**config.mk**
```make
export PLATFORM = sky130hd
export DESIGN_NAME = area_mean_sequencer
export DESIGN_NICKNAME = d
export VERILOG_FILES = /design/src/rtl/area_mean_sequencer.sv
export SDC_FILE = /design/constraint.sdc
export NUM_CORES = 1
export LEC_CHECK = 0
export CORE_MARGIN = 4
export CORE_UTILIZATION = 45
export CTS_CLUSTER_SIZE = 24
export DETAILED_ROUTE_END_ITERATION = 10
export GPL_ROUTABILITY_DRIVEN = 0
export PLACE_DENSITY = 0.85
export REMOVE_ABC_BUFFERS = 1
export SYNTH_ARGS = -nofsm -noshare
export SYNTH_HDL_FRONTEND = slang
export SYNTH_SLANG_ARGS = --single-unit
```
**constraint.sdc**
```tcl
create_clock -name clk -period 14.9 [get_ports clk]
set_clock_uncertainty 0.1 [all_clocks]
set_input_delay 2.98 -clock clk [delete_from_list [all_inputs] [get_ports clk]]
set_output_delay 2.98 -clock clk [all_outputs]
set_load 0.005 [all_outputs]
```
**src/rtl/area_mean_sequencer.sv**
```systemverilog
// Snapshots the per-area RGB sums at end of frame. Streams one 4-bit-mean colour per area,
// expanded to 8 bits per channel, to the LED driver over a valid/ready handshake.
module area_mean_sequencer #(
  parameter int NUM_AREA    = 8,
  parameter int SUM_W       = 21,
  parameter int RECIP       = 259,
  parameter int RECIP_SHIFT = 24
) (
  input  logic                        clk,
  input  logic                        rst,
  input  logic                        start,
  input  logic [SUM_W-1:0]            SumR [NUM_AREA-1:0],
  input  logic [SUM_W-1:0]            SumG [NUM_AREA-1:0],
  input  logic [SUM_W-1:0]            SumB [NUM_AREA-1:0],
  output logic [23:0]                 led_data,
  output logic [$clog2(NUM_AREA)-1:0] led_idx,
  output logic                        led_valid,
  input  logic                        led_ready,
  output logic                        frame_done,
  output logic                        overrun,
  output logic [1:0]                  o_dbg_state
);

  localparam int IDX_W  = $clog2(NUM_AREA);
  localparam int PROD_W = SUM_W + $clog2(RECIP + 1);

  // Handshake: a beat transfers on a rising edge where led_valid & led_ready are both high;
  // led_data/led_idx are held stable from led_valid rising until that edge.
  typedef enum logic [1:0] {
    S_IDLE = 2'd0,
    S_CALC = 2'd1,
    S_OUT  = 2'd2
  } state_t;

  state_t             r_state;
  state_t             w_next;
  logic [IDX_W-1:0]   r_idx;
  logic [SUM_W-1:0]   r_snap_r [NUM_AREA-1:0];
  logic [SUM_W-1:0]   r_snap_g [NUM_AREA-1:0];
  logic [SUM_W-1:0]   r_snap_b [NUM_AREA-1:0];
  logic               w_hs;
  logic               w_last;
  logic [23:0]        w_color;

  // Mean = sum * (2^RECIP_SHIFT / pixels) >> RECIP_SHIFT, clamped to 4 bits and replicated.
  function automatic logic [7:0] to_level(input logic [SUM_W-1:0] sum);
    logic [PROD_W-1:0] prod;
    logic [PROD_W-1:0] q;
    logic [3:0]        m;
    prod = PROD_W'(sum) * PROD_W'(RECIP);
    q    = prod >> RECIP_SHIFT;
    m    = (q[PROD_W-1:4] != '0) ? 4'hF : q[3:0];
    return {m, m};
  endfunction

  assign w_hs        = led_valid & led_ready;
  assign w_last      = (r_idx == IDX_W'(NUM_AREA - 1));
  assign w_color     = {to_level(r_snap_r[r_idx]), to_level(r_snap_g[r_idx]), to_level(r_snap_b[r_idx])};
  assign o_dbg_state = r_state;

  always_comb begin
    w_next = r_state;
    case (r_state)
      S_IDLE:  if (start) w_next = S_CALC;
      S_CALC:  w_next = S_OUT;
      S_OUT:   if (w_hs) w_next = w_last ? S_IDLE : S_CALC;
      default: w_next = S_IDLE;
    endcase
  end

  always_ff @(posedge clk) begin
    if (rst) begin
      r_state    <= S_IDLE;
      r_idx      <= '0;
      led_data   <= '0;
      led_idx    <= '0;
      led_valid  <= 1'b0;
      frame_done <= 1'b0;
      overrun    <= 1'b0;
      for (int i = 0; i < NUM_AREA; i++) begin
        r_snap_r[i] <= '0;
        r_snap_g[i] <= '0;
        r_snap_b[i] <= '0;
      end
    end else begin
      r_state    <= w_next;
      frame_done <= 1'b0;
      overrun    <= start && (r_state != S_IDLE);
      case (r_state)
        S_IDLE: begin
          if (start) begin
            r_idx <= '0;
            for (int i = 0; i < NUM_AREA; i++) begin
              r_snap_r[i] <= SumR[i];
              r_snap_g[i] <= SumG[i];
              r_snap_b[i] <= SumB[i];
            end
          end
        end
        S_CALC: begin
          led_data  <= w_color;
          led_idx   <= r_idx;
          led_valid <= 1'b1;
        end
        S_OUT: begin
          if (w_hs) begin
            led_valid <= 1'b0;
            if (w_last) frame_done <= 1'b1;
            else        r_idx      <= r_idx + 1'b1;
          end
        end
        default: ;
      endcase
    end
  end

endmodule

```
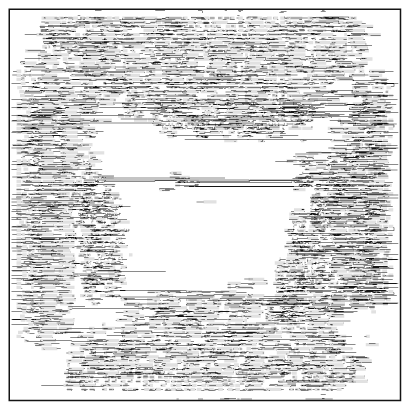
*Signal wires on met1*
Scale: 1.5 px per um. Cells faint in the background.
main direction: horizontal
longest straight run: 101 um
via count: 17534
fraction of met1 tracks used by global routing: 0.230
Total Routed Length: 68200 um

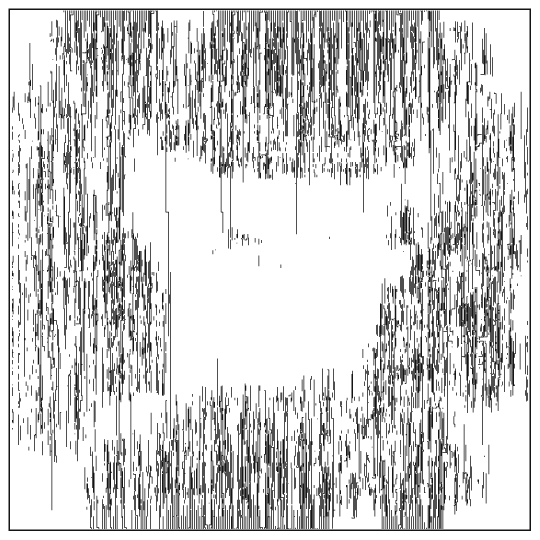
*Metal 2*
Scale: 2 px per um.
wire length on this layer: 35.9 mm
share of all routed wire: 53%
global-route met2 utilization: 0.359

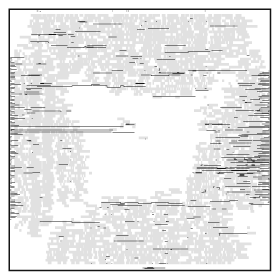
*Signal wires on met3*
Scale: 1 px per um. Cells faint in the background.
nets with wire on the layer: 358
longest straight run: 113 um
share of all routed wire: 6.3%
GR met3 Demand/Resource: 0.0364

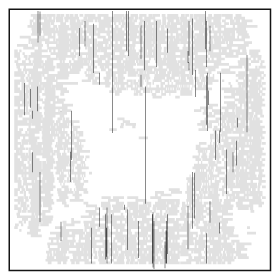
*Metal 4*
Scale: 1 px per um. Cells faint in the background.
share of all routed wire: 3.5%
main direction: vertical
nets with wire on the layer: 46
longest straight run: 122 um

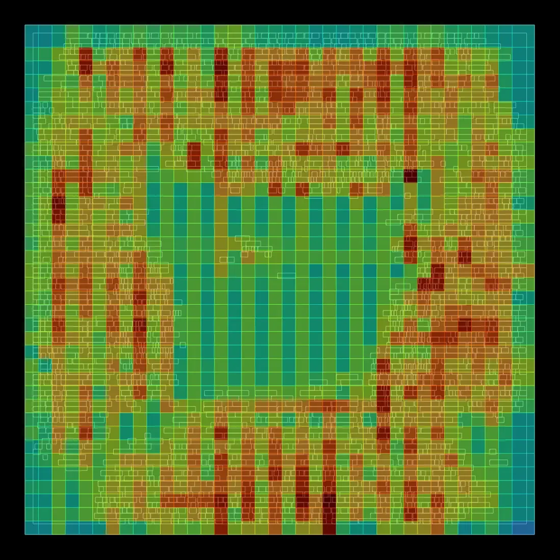
*Congestion heat map*
drt wl/cell: 20.1 um
utilization of the core after routing: 0.580
Tot GR Track Use: 0.196
gr busiest metal: met2

==> run notes <==
Implementation run completed; key figures follow.

Layout:
- The final design was reported to hold multi-input combinational gates totalling 1165.
- The run gives the total of plain and repair buffers excluding clock buffers as 552.
- Per the layout report, the design carries 70 clock buffers.
- By instance count after routing, the leading logic cell types are sky130_fd_sc_hd__clkdlybuf4s50_1, sky130_fd_sc_hd__edfxtp_1, sky130_fd_sc_hd__and2_1.
- The run gives the final non-filler cell total as 3392.
- Registers represent a cell area share of 0.429.
- Measured on the final layout, buffering overhead outside the clock network stands at 0.151.
- Leaving out fill and tap cells, the most frequent cell in the layout is sky130_fd_sc_hd__clkdlybuf4s50_1.
- The run gives the largest contributor to cell area by class as flip-flops and latches.
- The run puts the fraction of area in clock buffers and inverters at 0.0518.
- The run gives the fraction of layout instances using a drive strength above 1 as 0.119.
- In the final design database the tool counted 3281 nets.
- The run puts the combinational cell area excluding buffers and inverters at 11700 sq um.
- The run gives the layout sequential cell count as 530.
- The layout has 194 inverters outside the clock class.
- The run gives the number of diodes added for antenna fixing as 2.
- Per the run report, area growth between synthesis and finish was 28.1%.
- Per the layout area report, the combinational fraction of cell area is 0.319.

Timing:
- In the finished design, the share of the clock period the worst path needs comes to 0.443.
- The run gives the final-report hold violation count as 0.
- The final report lists the setup-violating endpoint count as 0.
- The run gives the post-layout minimum cycle time as 6600 ps.
- At the pin with the least slew margin, the transition time is 1190 ps.
- Per the slew report, the remaining headroom to the max-slew limit stands at 0.209.
- The run gives the maximum frequency from static timing analysis as 151 MHz.
- The run puts the number of pins exceeding their max-slew limit in the final report at 0.
- Setup repair after global routing left no endpoint under its margin.

Synth:
- The run gives the fraction of registers with async set/reset as 0.
- The run gives the basic-gate share of the synthesized area counting and, or, nand and nor cells as 0.129.
- The run gives the largest area contributor in the netlist as sky130_fd_sc_hd__edfxtp_1.
- The run gives the most instantiated library cell after synthesis as sky130_fd_sc_hd__edfxtp_1.
- The run gives the part of the Yosys area used for sequential elements as 0.549.
- The run puts the post-synth area from yosys stat at 28500 sq um.
- In the synthesized netlist, the cells that appear most often are sky130_fd_sc_hd__edfxtp_1, sky130_fd_sc_hd__and2_1, sky130_fd_sc_hd__ha_1.
- By area the synthesized netlist is led by sky130_fd_sc_hd__edfxtp_1, sky130_fd_sc_hd__ha_1, sky130_fd_sc_hd__mux4_2.
- The most used flip-flop cell after synthesis is sky130_fd_sc_hd__edfxtp_1.
- The run puts the number of warnings printed during yosys synthesis at 0.
- The synthesis run identifies the leading combinational cell family as adder cells.

Clocking:
- The run gives the number of H-tree levels as 2.
- The run puts the clock latency at the later pin of the worst-skew pair at 610 ps.
- The run gives the CTS sink count as 530.
- The run puts the number of gates given a new drive strength after cts at 0.
- The run puts the clock-pin transition on the worst setup and hold timing paths at 70 ps.
- For this design, the CTS-stage hold fixing added 0 buffers.
- The run gives the number of buffers created by CTS as 55.

Hold path:
- The run gives the terminating pin of the worst hold path as led_idx[1].
- The run gives the critical hold path startpoint as led_idx[1].
- Counting instances, the worst hold path has a depth of 2.
- The most critical min-delay path falls under register to register.

Floorplanning:
- The run gives the standard-cell row count as 92.
- The run gives the core region area as 63000 sq um.
- The run gives the chip footprint as 67500 sq um.
- The run puts the chip height at 260 um.
- The run puts the number of tap cells added at floorplan at 846.
- For this configuration, the core starts out at a cell density of 0.453.
- From left edge to right edge, the die measures 260 um.

Placement:
- The run puts the total placed cells including tap cells at 3287.
- The run gives the standard cell area after detailed placement as 34600 sq um.

Global routing:
- The run gives the maximum number of pins on one net before global-route repair as 233.
- The run gives the global-route wire length before repair as 103000 um.
- The run gives the number of global-route vias before repair as 19127.

Outcome:
- The run finished with clean final reports.

Setup path:
- The worst setup path is launched from a register.
- The worst setup path is captured at a register.
- The longest incremental delay of any stage on the critical path is reported as 860 ps.
- The run gives the cell at the slowest stage of the critical path as sky130_fd_sc_hd__buf_4.
- The run gives the category of cells accounting for the largest share of critical-path delay as adder cells.
- For flop-to-flop paths, the worst setup slack is 8300 ps.
- At the worst endpoint, the arrival time is 6960 ps.
- The run puts the number of cell instances on the worst register-to-register path at 19.
- The report lists the cells along the critical path as buf_4 -> mux4_2 -> mux2_2 -> ha_1 -> ha_1 -> ha_1 -> inv_1 -> fa_1 -> inv_1 -> ha_1 -> nand4_1 -> a211oi_1 -> a211oi_1 -> or4b_1 -> o21bai_1 -> a21oi_2 -> nor2_1 -> mux2i_1 -> a211oi_1.
- The run puts the largest driver fanout on the critical path at 48.
- The run gives the worst endpoint required time as 15260 ps.
- The run gives the cell seen most often among critical-path stages as sky130_fd_sc_hd__ha_1.
- The run puts the number of buffers and inverters on the critical path at 3.

Power:
- Looking at the VDD voltage map, the peak drop is 0.0819 mV.
- The run gives the internal power of the cells as 0.00297 W.
- The run gives the overall power after layout as 0.00390 W.
- The run puts the power in combinational cells at 0.000643 W.
- The run puts the sequential cell power at 0.00183 W.
- The run gives the fraction of power spent switching nets as 0.240.
- Of the total power, registers draw 0.468.
- The run puts the share of total power in combinational logic at 0.165.
- The largest part of the power goes to registers.
- The run puts the leakage power total at 14.6 nW.
- The run puts the share of power burned in the clock network at 0.368.
- For this design the total switching power over the nets is 0.000936 W.
- The run puts the total power divided by cell area at 107 nW/um^2.
- The flow reports power dissipated in the clock network as 0.00144 W.

Job:
- The report counts max-capacitance violations totalling 0.
- The run gives the number of logged tool warnings as 43.

Drt:
- The run gives the detail-routed via count per cell as 5.17.
- For this block, the initial DRC count from the detailed router was 1073.
- The run gives the met1 layer wirelength in the final routing as 25600 um.
- The run gives the number of nets with antenna violations after routing as 0.
- The run gives the highest metal layer with signal wires as met5.
-- metrics by stage --
step | setup slack (ps) | setup TNS (ps)
floorplan | -1000 | -378680
global placement | 8360 | 0
detailed placement | 8230 | 0
CTS | 8190 | 0
global route | 7800 | 0
finish | 8300 | 0
-- how the worst max path moves through the flow --
stage / from / endpoint / slack [ps] / depth (start not counted)
after detailed placement: register / led_data[7] / 8230 / 19
after CTS: register / led_data[7] / 8190 / 19
after floorplan: rst / r_snap_b[0][0] / -1000 / 3
after global routing: register / led_data[7] / 7800 / 19
after global placement: register / led_data[7] / 8360 / 19
final: register / led_data[4] / 8300 / 19
-- registers in the layout, summed over array words and instances (netlist names), named ones only --
register     cells
r_snap_g       168
r_snap_r       168
frame_done       1
led_valid        1
r_snap_b       168
overrun          1
led_idx          3
led_data        12
o_dbg_state      2
r_idx            3
No activity file was given, so power comes from the tool's default toggle rates.
